**src/rtl/hci_tcdm_bank_arbiter_if.sv**
```systemverilog
// Bundle of the initiator-side and bank-side signals of one TCDM bank arbiter.
// Handshake: a transfer happens in every cycle where req and gnt are both high; req is a level and may change at any time.
interface hci_tcdm_bank_arbiter_if #(
    parameter int unsigned N_IN = 4,
    parameter int unsigned AW   = 32,
    parameter int unsigned AWM  = 10,
    parameter int unsigned DW   = 32,
    parameter int unsigned BW   = 8
);
    localparam int unsigned BEW = DW / BW;

    logic [N_IN-1:0]           in_req_i;
    logic [N_IN-1:0][AW-1:0]   in_add_i;
    logic [N_IN-1:0]           in_wen_i;
    logic [N_IN-1:0][DW-1:0]   in_wdata_i;
    logic [N_IN-1:0][BEW-1:0]  in_be_i;
    logic [N_IN-1:0]           in_gnt_o;
    logic [N_IN-1:0]           r_valid_o;
    logic [DW-1:0]             r_data_o;

    logic                      mem_req_o;
    logic [AWM-1:0]            mem_add_o;
    logic                      mem_wen_o;
    logic [DW-1:0]             mem_wdata_o;
    logic [BEW-1:0]            mem_be_o;
    logic                      mem_gnt_i;
    logic [DW-1:0]             mem_r_data_i;

    modport slave (
        input  in_req_i, in_add_i, in_wen_i, in_wdata_i, in_be_i, mem_gnt_i, mem_r_data_i,
        output in_gnt_o, r_valid_o, r_data_o, mem_req_o, mem_add_o, mem_wen_o, mem_wdata_o, mem_be_o
    );

    modport master (
        output in_req_i, in_add_i, in_wen_i, in_wdata_i, in_be_i, mem_gnt_i, mem_r_data_i,
        input  in_gnt_o, r_valid_o, r_data_o, mem_req_o, mem_add_o, mem_wen_o, mem_wdata_o, mem_be_o
    );
endinterface

```
**src/rtl/hci_tcdm_bank_arbiter.sv**
```systemverilog
// Per-bank arbiter: round-robin / fixed-priority selection of N_IN initiators onto one SRAM bank,
// with an in-order response pipeline of depth MEM_LAT and a blocking test-and-set write-back.
module hci_tcdm_bank_arbiter #(
    parameter int unsigned N_IN    = 4,
    parameter int unsigned AW      = 32,
    parameter int unsigned AWM     = 10,
    parameter int unsigned DW      = 32,
    parameter int unsigned BW      = 8,
    parameter int unsigned TS_BIT  = 21,
    parameter int unsigned MEM_LAT = 1,
    localparam int unsigned PW     = (N_IN > 1) ? $clog2(N_IN) : 1,
    localparam int unsigned BEW    = DW / BW
) (
    input  logic                   clk_i,
    input  logic                   rst_i,
    input  logic                   arb_policy_i,
    hci_tcdm_bank_arbiter_if.slave bus,
    output logic                   dbg_ts_wr_o,
    output logic [PW-1:0]          dbg_rr_ptr_o
);
    typedef enum logic {IDLE = 1'b0, TS_WR = 1'b1} state_t;

    state_t                       state_q, state_d;
    logic [PW-1:0]                ptr_q, ptr_d;
    logic [AWM-1:0]               ts_add_q, ts_add_d;

    logic                         win_found;
    logic [PW-1:0]                win_idx;
    logic                         issue, issue_rd;
    logic [N_IN-1:0]              gnt;
    logic                         mem_req, mem_wen;
    logic [AWM-1:0]               mem_add;
    logic [DW-1:0]                mem_wdata;
    logic [BEW-1:0]               mem_be;
    logic [N_IN-1:0]              r_valid;

    logic [MEM_LAT-1:0]           rsp_vld_q, rsp_rd_q;
    logic [MEM_LAT-1:0][PW-1:0]   rsp_idx_q;

    // Address bits outside the word index and the TS bit carry no meaning for this bank.
    logic unused_addr_bits;
    assign unused_addr_bits = ^bus.in_add_i;

    function automatic logic [PW-1:0] cand_idx(input logic [PW-1:0] p, input logic fixed,
                                               input int unsigned k);
        int unsigned s;
        s = fixed ? k : (32'(p) + k) % N_IN;
        return PW'(s);
    endfunction

    always_comb begin
        win_found = 1'b0;
        win_idx   = '0;
        for (int unsigned k = 0; k < N_IN; k++) begin
            if (!win_found && bus.in_req_i[cand_idx(ptr_q, arb_policy_i, k)]) begin
                win_found = 1'b1;
                win_idx   = cand_idx(ptr_q, arb_policy_i, k);
            end
        end
    end

    always_comb begin
        state_d   = state_q;
        ptr_d     = ptr_q;
        ts_add_d  = ts_add_q;
        gnt       = '0;
        mem_req   = 1'b0;
        mem_add   = '0;
        mem_wen   = 1'b0;
        mem_wdata = '0;
        mem_be    = '0;
        issue     = 1'b0;
        issue_rd  = 1'b0;
        case (state_q)
            IDLE: begin
                mem_req = |bus.in_req_i;
                if (win_found) begin
                    mem_add      = bus.in_add_i[win_idx][AWM+1:2];
                    mem_wen      = bus.in_wen_i[win_idx];
                    mem_wdata    = bus.in_wdata_i[win_idx];
                    mem_be       = bus.in_be_i[win_idx];
                    gnt[win_idx] = bus.mem_gnt_i;
                    if (bus.mem_gnt_i) begin
                        issue    = 1'b1;
                        issue_rd = bus.in_wen_i[win_idx];
                        if (!arb_policy_i) begin
                            ptr_d = (win_idx == PW'(N_IN - 1)) ? '0 : win_idx + 1'b1;
                        end
                        // A read of the TS alias returns the old word and must be followed by an all-ones write.
                        if (bus.in_wen_i[win_idx] && bus.in_add_i[win_idx][TS_BIT]) begin
                            state_d  = TS_WR;
                            ts_add_d = bus.in_add_i[win_idx][AWM+1:2];
                        end
                    end
                end
            end
            TS_WR: begin
                mem_req   = 1'b1;
                mem_add   = ts_add_q;
                mem_wen   = 1'b0;
                mem_wdata = '1;
                mem_be    = '1;
                if (bus.mem_gnt_i) begin
                    state_d = IDLE;
                end
            end
            default: state_d = IDLE;
        endcase
    end

    always_ff @(posedge clk_i) begin
        if (rst_i) begin
            state_q   <= IDLE;
            ptr_q     <= '0;
            ts_add_q  <= '0;
            rsp_vld_q <= '0;
            rsp_rd_q  <= '0;
            rsp_idx_q <= '0;
        end else begin
            state_q      <= state_d;
            ptr_q        <= ptr_d;
            ts_add_q     <= ts_add_d;
            rsp_vld_q[0] <= issue;
            rsp_rd_q[0]  <= issue_rd;
            rsp_idx_q[0] <= win_idx;
            for (int i = 1; i < int'(MEM_LAT); i++) begin
                rsp_vld_q[i] <= rsp_vld_q[i-1];
                rsp_rd_q[i]  <= rsp_rd_q[i-1];
                rsp_idx_q[i] <= rsp_idx_q[i-1];
            end
        end
    end

    always_comb begin
        r_valid = '0;
        if (rsp_vld_q[MEM_LAT-1]) begin
            r_valid[rsp_idx_q[MEM_LAT-1]] = 1'b1;
        end
    end

    assign bus.in_gnt_o    = gnt;
    assign bus.r_valid_o   = r_valid;
    assign bus.r_data_o    = (rsp_vld_q[MEM_LAT-1] && rsp_rd_q[MEM_LAT-1]) ? bus.mem_r_data_i : '0;
    assign bus.mem_req_o   = mem_req;
    assign bus.mem_add_o   = mem_add;
    assign bus.mem_wen_o   = mem_wen;
    assign bus.mem_wdata_o = mem_wdata;
    assign bus.mem_be_o    = mem_be;
    assign dbg_ts_wr_o     = (state_q == TS_WR);
    assign dbg_rr_ptr_o    = ptr_q;
endmodule

```
**src/flat_wrapper.sv**
```systemverilog
// flat-port wrapper written by rule: the top's interface ports become plain ports
module hci_tcdm_bank_arbiter_flat 
#(
    parameter int unsigned N_IN    = 4,
    parameter int unsigned AW      = 32,
    parameter int unsigned AWM     = 10,
    parameter int unsigned DW      = 32,
    parameter int unsigned BW      = 8,
    parameter int unsigned TS_BIT  = 21,
    parameter int unsigned MEM_LAT = 1,
    localparam int unsigned PW     = (N_IN > 1) ? $clog2(N_IN) : 1,
    localparam int unsigned BEW    = DW / BW
)
  (clk_i, rst_i, arb_policy_i, dbg_ts_wr_o, dbg_rr_ptr_o, bus_in_req_i, bus_in_add_i, bus_in_wen_i, bus_in_wdata_i, bus_in_be_i, bus_mem_gnt_i, bus_mem_r_data_i, bus_in_gnt_o, bus_r_valid_o, bus_r_data_o, bus_mem_req_o, bus_mem_add_o, bus_mem_wen_o, bus_mem_wdata_o, bus_mem_be_o);
  hci_tcdm_bank_arbiter_if #(.N_IN(N_IN), .AW(AW), .AWM(AWM), .DW(DW), .BW(BW)) bus_i ();
  input  logic clk_i;
  input  logic rst_i;
  input  logic arb_policy_i;
  output logic dbg_ts_wr_o;
  output logic [PW-1:0] dbg_rr_ptr_o;
  input wire logic [$bits(bus_i.in_req_i)-1:0] bus_in_req_i;
  input wire logic [$bits(bus_i.in_add_i)-1:0] bus_in_add_i;
  input wire logic [$bits(bus_i.in_wen_i)-1:0] bus_in_wen_i;
  input wire logic [$bits(bus_i.in_wdata_i)-1:0] bus_in_wdata_i;
  input wire logic [$bits(bus_i.in_be_i)-1:0] bus_in_be_i;
  input wire logic [$bits(bus_i.mem_gnt_i)-1:0] bus_mem_gnt_i;
  input wire logic [$bits(bus_i.mem_r_data_i)-1:0] bus_mem_r_data_i;
  output wire logic [$bits(bus_i.in_gnt_o)-1:0] bus_in_gnt_o;
  output wire logic [$bits(bus_i.r_valid_o)-1:0] bus_r_valid_o;
  output wire logic [$bits(bus_i.r_data_o)-1:0] bus_r_data_o;
  output wire logic [$bits(bus_i.mem_req_o)-1:0] bus_mem_req_o;
  output wire logic [$bits(bus_i.mem_add_o)-1:0] bus_mem_add_o;
  output wire logic [$bits(bus_i.mem_wen_o)-1:0] bus_mem_wen_o;
  output wire logic [$bits(bus_i.mem_wdata_o)-1:0] bus_mem_wdata_o;
  output wire logic [$bits(bus_i.mem_be_o)-1:0] bus_mem_be_o;
  assign bus_i.in_req_i = bus_in_req_i;
  assign bus_i.in_add_i = bus_in_add_i;
  assign bus_i.in_wen_i = bus_in_wen_i;
  assign bus_i.in_wdata_i = bus_in_wdata_i;
  assign bus_i.in_be_i = bus_in_be_i;
  assign bus_i.mem_gnt_i = bus_mem_gnt_i;
  assign bus_i.mem_r_data_i = bus_mem_r_data_i;
  assign bus_in_gnt_o = bus_i.in_gnt_o;
  assign bus_r_valid_o = bus_i.r_valid_o;
  assign bus_r_data_o = bus_i.r_data_o;
  assign bus_mem_req_o = bus_i.mem_req_o;
  assign bus_mem_add_o = bus_i.mem_add_o;
  assign bus_mem_wen_o = bus_i.mem_wen_o;
  assign bus_mem_wdata_o = bus_i.mem_wdata_o;
  assign bus_mem_be_o = bus_i.mem_be_o;
  hci_tcdm_bank_arbiter #(.N_IN(N_IN), .AW(AW), .AWM(AWM), .DW(DW), .BW(BW), .TS_BIT(TS_BIT), .MEM_LAT(MEM_LAT)) u_core (.clk_i(clk_i), .rst_i(rst_i), .arb_policy_i(arb_policy_i), .bus(bus_i), .dbg_ts_wr_o(dbg_ts_wr_o), .dbg_rr_ptr_o(dbg_rr_ptr_o));
endmodule
```
**config.mk**
```make
export PLATFORM = sky130hd
export DESIGN_NAME = hci_tcdm_bank_arbiter_flat
export DESIGN_NICKNAME = d
export VERILOG_FILES = /design/src/rtl/hci_tcdm_bank_arbiter_if.sv /design/src/rtl/hci_tcdm_bank_arbiter.sv /design/src/flat_wrapper.sv
export SDC_FILE = /design/constraint.sdc
export NUM_CORES = 1
export LEC_CHECK = 0
export ABC_AREA = 0
export CORE_AREA = 2 2 156 158
export CTS_CLUSTER_DIAMETER = 80
export DETAILED_ROUTE_END_ITERATION = 8
export DIE_AREA = 0 0 158 160
export GPL_TIMING_DRIVEN = 0
export HOLD_SLACK_MARGIN = 0.02
export PLACE_DENSITY = 0.55
export SLEW_MARGIN = 20
export SYNTH_ARGS = -nofsm -noshare
export SYNTH_HDL_FRONTEND = slang
export SYNTH_SLANG_ARGS = --single-unit
```
**constraint.sdc**
```tcl
create_clock -name clk_i -period 2.9 [get_ports clk_i]
set_clock_uncertainty 0.2 [all_clocks]
set_input_delay 0.58 -clock clk_i [delete_from_list [all_inputs] [get_ports clk_i]]
set_output_delay 0.58 -clock clk_i [all_outputs]
set_load 0.01 [all_outputs]
```
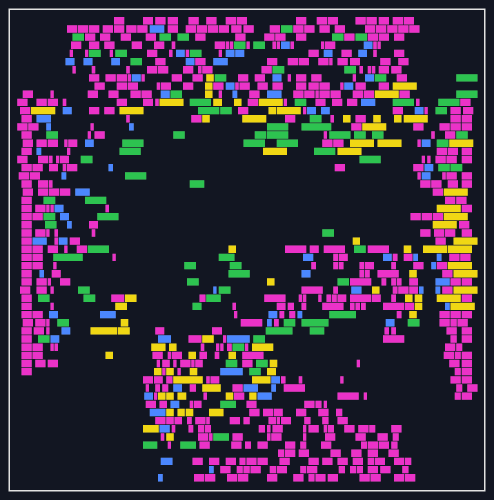
*Sizing map*
(3 px per µm)
colour	size	cells
magenta	drive 1 or less	569
yellow	drive 3 to 4	78
blue	drive 2	78
green	drive 6 and up	87

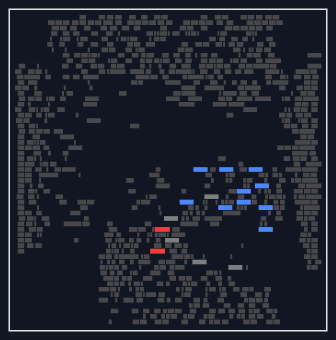
*Register map, names as in the netlist*
(2 px per µm) Other sequential cells in the stronger grey, the rest of the logic in the fainter grey.
colour	netlist name	sequential cells
red	u_core.dbg_rr_ptr_o	2
blue	u_core.ts_add_q	10
not coloured	5
fraction of area in registers: 4.154%
Sequential Area: 342.8 µm²
Finished Core Util: 34.65%

==> impl_metrics.toml <==
# implementation run metrics
[status]
status = "finished with violations"
violations = "negative setup slack"

[worst_setup_path]
rrSetupSlack_ps = -130
cp-end-kind = "primary output"
slowest_delay_ps = 270
r2r_cells = 15
cp.arrival_ps = 2700
critPathLaunch = "arb_policy_i"
worstPathMaxFanout = 7
r2r-end = "u_core.ts_add_q[1]"

[synth]
top_area_share_pct = 32.86
synth_area_leader_cell = "mux2i_1"
yosys.area_share.adder_pct = 1.521
synth_seq_share_pct = 10.35

[sta]
min_period_over_period_pct = 120.0
fin_hold_ws_ps = 281.3
final_hold_viol_count = 0
tightest_slew_ps = 680.9
rsz0062_at_grt = "yes"
relSlewSlack_pct = 54.61
period_minus_slack_ps = 3479
final.setup.worst_slack_ps = -578.7
setup_viol = 63

[layout]
finalInstanceArea_um2 = 8253
diodes = 0
nets = 1133
n_fill_cell = 2518

[routing]
final_antenna_net_count = 0
routed_wl_mm = 19.25
viasPerCell = 4.165
routedWlPerCell_um = 16.95
first_iter_violations = 159

[place]
dp_hpwl_mm = 14.74
gp_congestion = 0.7933

[floorplanning]
die_w_um = 158
core_area_um2 = 23820
io_pins = 407
rows = 57
chipArea_um2 = 25280

[power]
p_per_area_nw_per_um2 = 372.0
p_total_mw = 3.070
irDropWorstVdd_mv = 0.2004

[clocking]
path_clk_slew_ps = 50

[worst_hold_path]
hold_end = "u_core.ts_add_q[0]"
min_path_cells = 2
min_path_type = "reg -> reg"
min_from = "u_core.ts_add_q[0]"

[run]
drv_cap = 0

[global_route]
grt_max_degree = 12
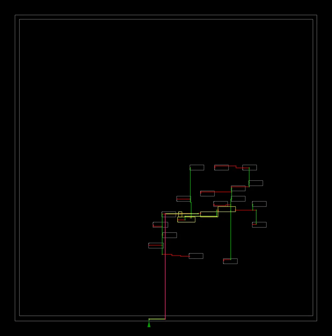
*Clock routing*
flop count: 17
CLK BUF: 3
total CTS buffers: 3
later-pin clock latency in the skew report: 250 ps
clock network power: 287 µW

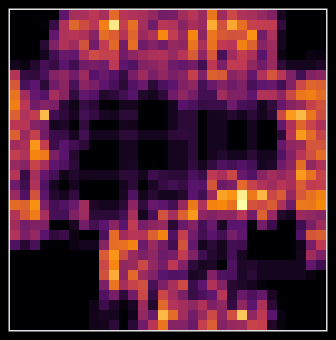
*Wiring heat map*
(2 px per µm) 32 x 32 tiles, from black (low) to pale yellow (high), scaled to the fullest tile. Values are wire area over tile area, all layers added.
nearly empty tiles	22%
fullest tile	0.46
emptiest ninth of the die	lower left
mean over tiles	0.12
tiles over half the peak	17%

-- sequential cells by signal (all words and copies together), names as in the netlist --
register	cells
u_core.rsp_vld_q	1
u_core.dbg_ts_wr_o	1
u_core.dbg_rr_ptr_o	2
u_core.ts_add_q	10
u_core.rsp_idx_q	2
u_core.rsp_rd_q	1
-- tightest hold or removal path, stage by stage (launching register included) --
cell and delay, ps:
dfxtp_1 320, o21ai_2 50, a21oi_1 60
-- layer usage --
layer / global-route usage (%) / share of wire [%]
met1: 17.50 / 42
met2: 26.78 / 52
met3: 1.954 / 5.7
met4: 1.884 / 0.68
met5: 0 / 0
-- synth_stat cells, drive strengths merged --
| library cell | n |
|---|---|
| mux2i | 108 |
| nand2 | 78 |
| and3 | 38 |
| a31o | 36 |
| buf | 26 |
| clkbuf | 22 |
| dfxtp | 17 |
| a21oi | 15 |
| nor2 | 15 |
| o21ai | 13 |
| a22o | 10 |
| nand3 | 10 |
| inv | 8 |
| nor2b | 5 |
| and2 | 4 |
| ha | 4 |
| a211o | 3 |
| o211ai | 3 |
| o22ai | 3 |
| a21o | 2 |
| a32o | 2 |
| and3b | 2 |
| nor3 | 2 |
| nor3b | 2 |
| a221o | 1 |
| a22oi | 1 |
| a31oi | 1 |
| mux2 | 1 |
| nand2b | 1 |
| o211a | 1 |
| o21bai | 1 |
| o22a | 1 |
| o2bb2ai | 1 |
| o32a | 1 |
| o32ai | 1 |
| or2 | 1 |
-- layout make-up --
type / count / area share, %
Buffer: 46 / 5.988
Clock buffer: 3 / 0.9096
Clock inverter: 1 / 0.06064
Inverter: 8 / 0.4245
Multi-Input combinational cell: 368 / 38.28
Sequential cell: 17 / 4.154
Tap cell: 324 / 4.912
Timing Repair Buffer: 369 / 45.27
-- per-stage QoR --
step                TNS (ps)  setup slack, ps  std cells
global route          -35240           -692.2       1136
global placement      -91330            -1686       1083
CTS                   -30970           -649.9       1127
detailed placement    -91190            -1691       1083
finish                -28690           -578.7       1136
floorplan              -9050           -213.8        440
-- timing repair --
item,CTS,global route
setup endpoints to repair,67,64
cloned,7,0
pin swaps,46,34
resized,381,43
setup buffers,33,15
-- worst max-delay path by stage --
stage / endpoint / slack, ps / cells past startpoint
6_report: bus_mem_add_o[9] / -580 / 13
5_1_grt: bus_mem_add_o[0] / -690 / 14
4_1_cts: bus_mem_wdata_o[4] / -650 / 14
3_5_place_dp: bus_mem_add_o[7] / -1690 / 10
3_3_place_gp: bus_mem_add_o[7] / -1690 / 10
2_1_floorplan: bus_mem_be_o[3] / -210 / 11
-- power by group --
part / switching, mW / leakage, nW / internal (mW)
registers: 0.0174 / 0.139 / 0.256
clock network: 0.102 / 0.0409 / 0.185
logic: 1.02 / 3.16 / 1.49
-- cell families after synthesis --
logic type               after synthesis
buffers and inverters                 56
AND-OR/OR-AND                         96
adder cells (fa/ha/maj)                4
multiplexers                         109
AND/OR/NAND/NOR                      158
flip-flops                            17
Power and IR drop assume default switching activity.
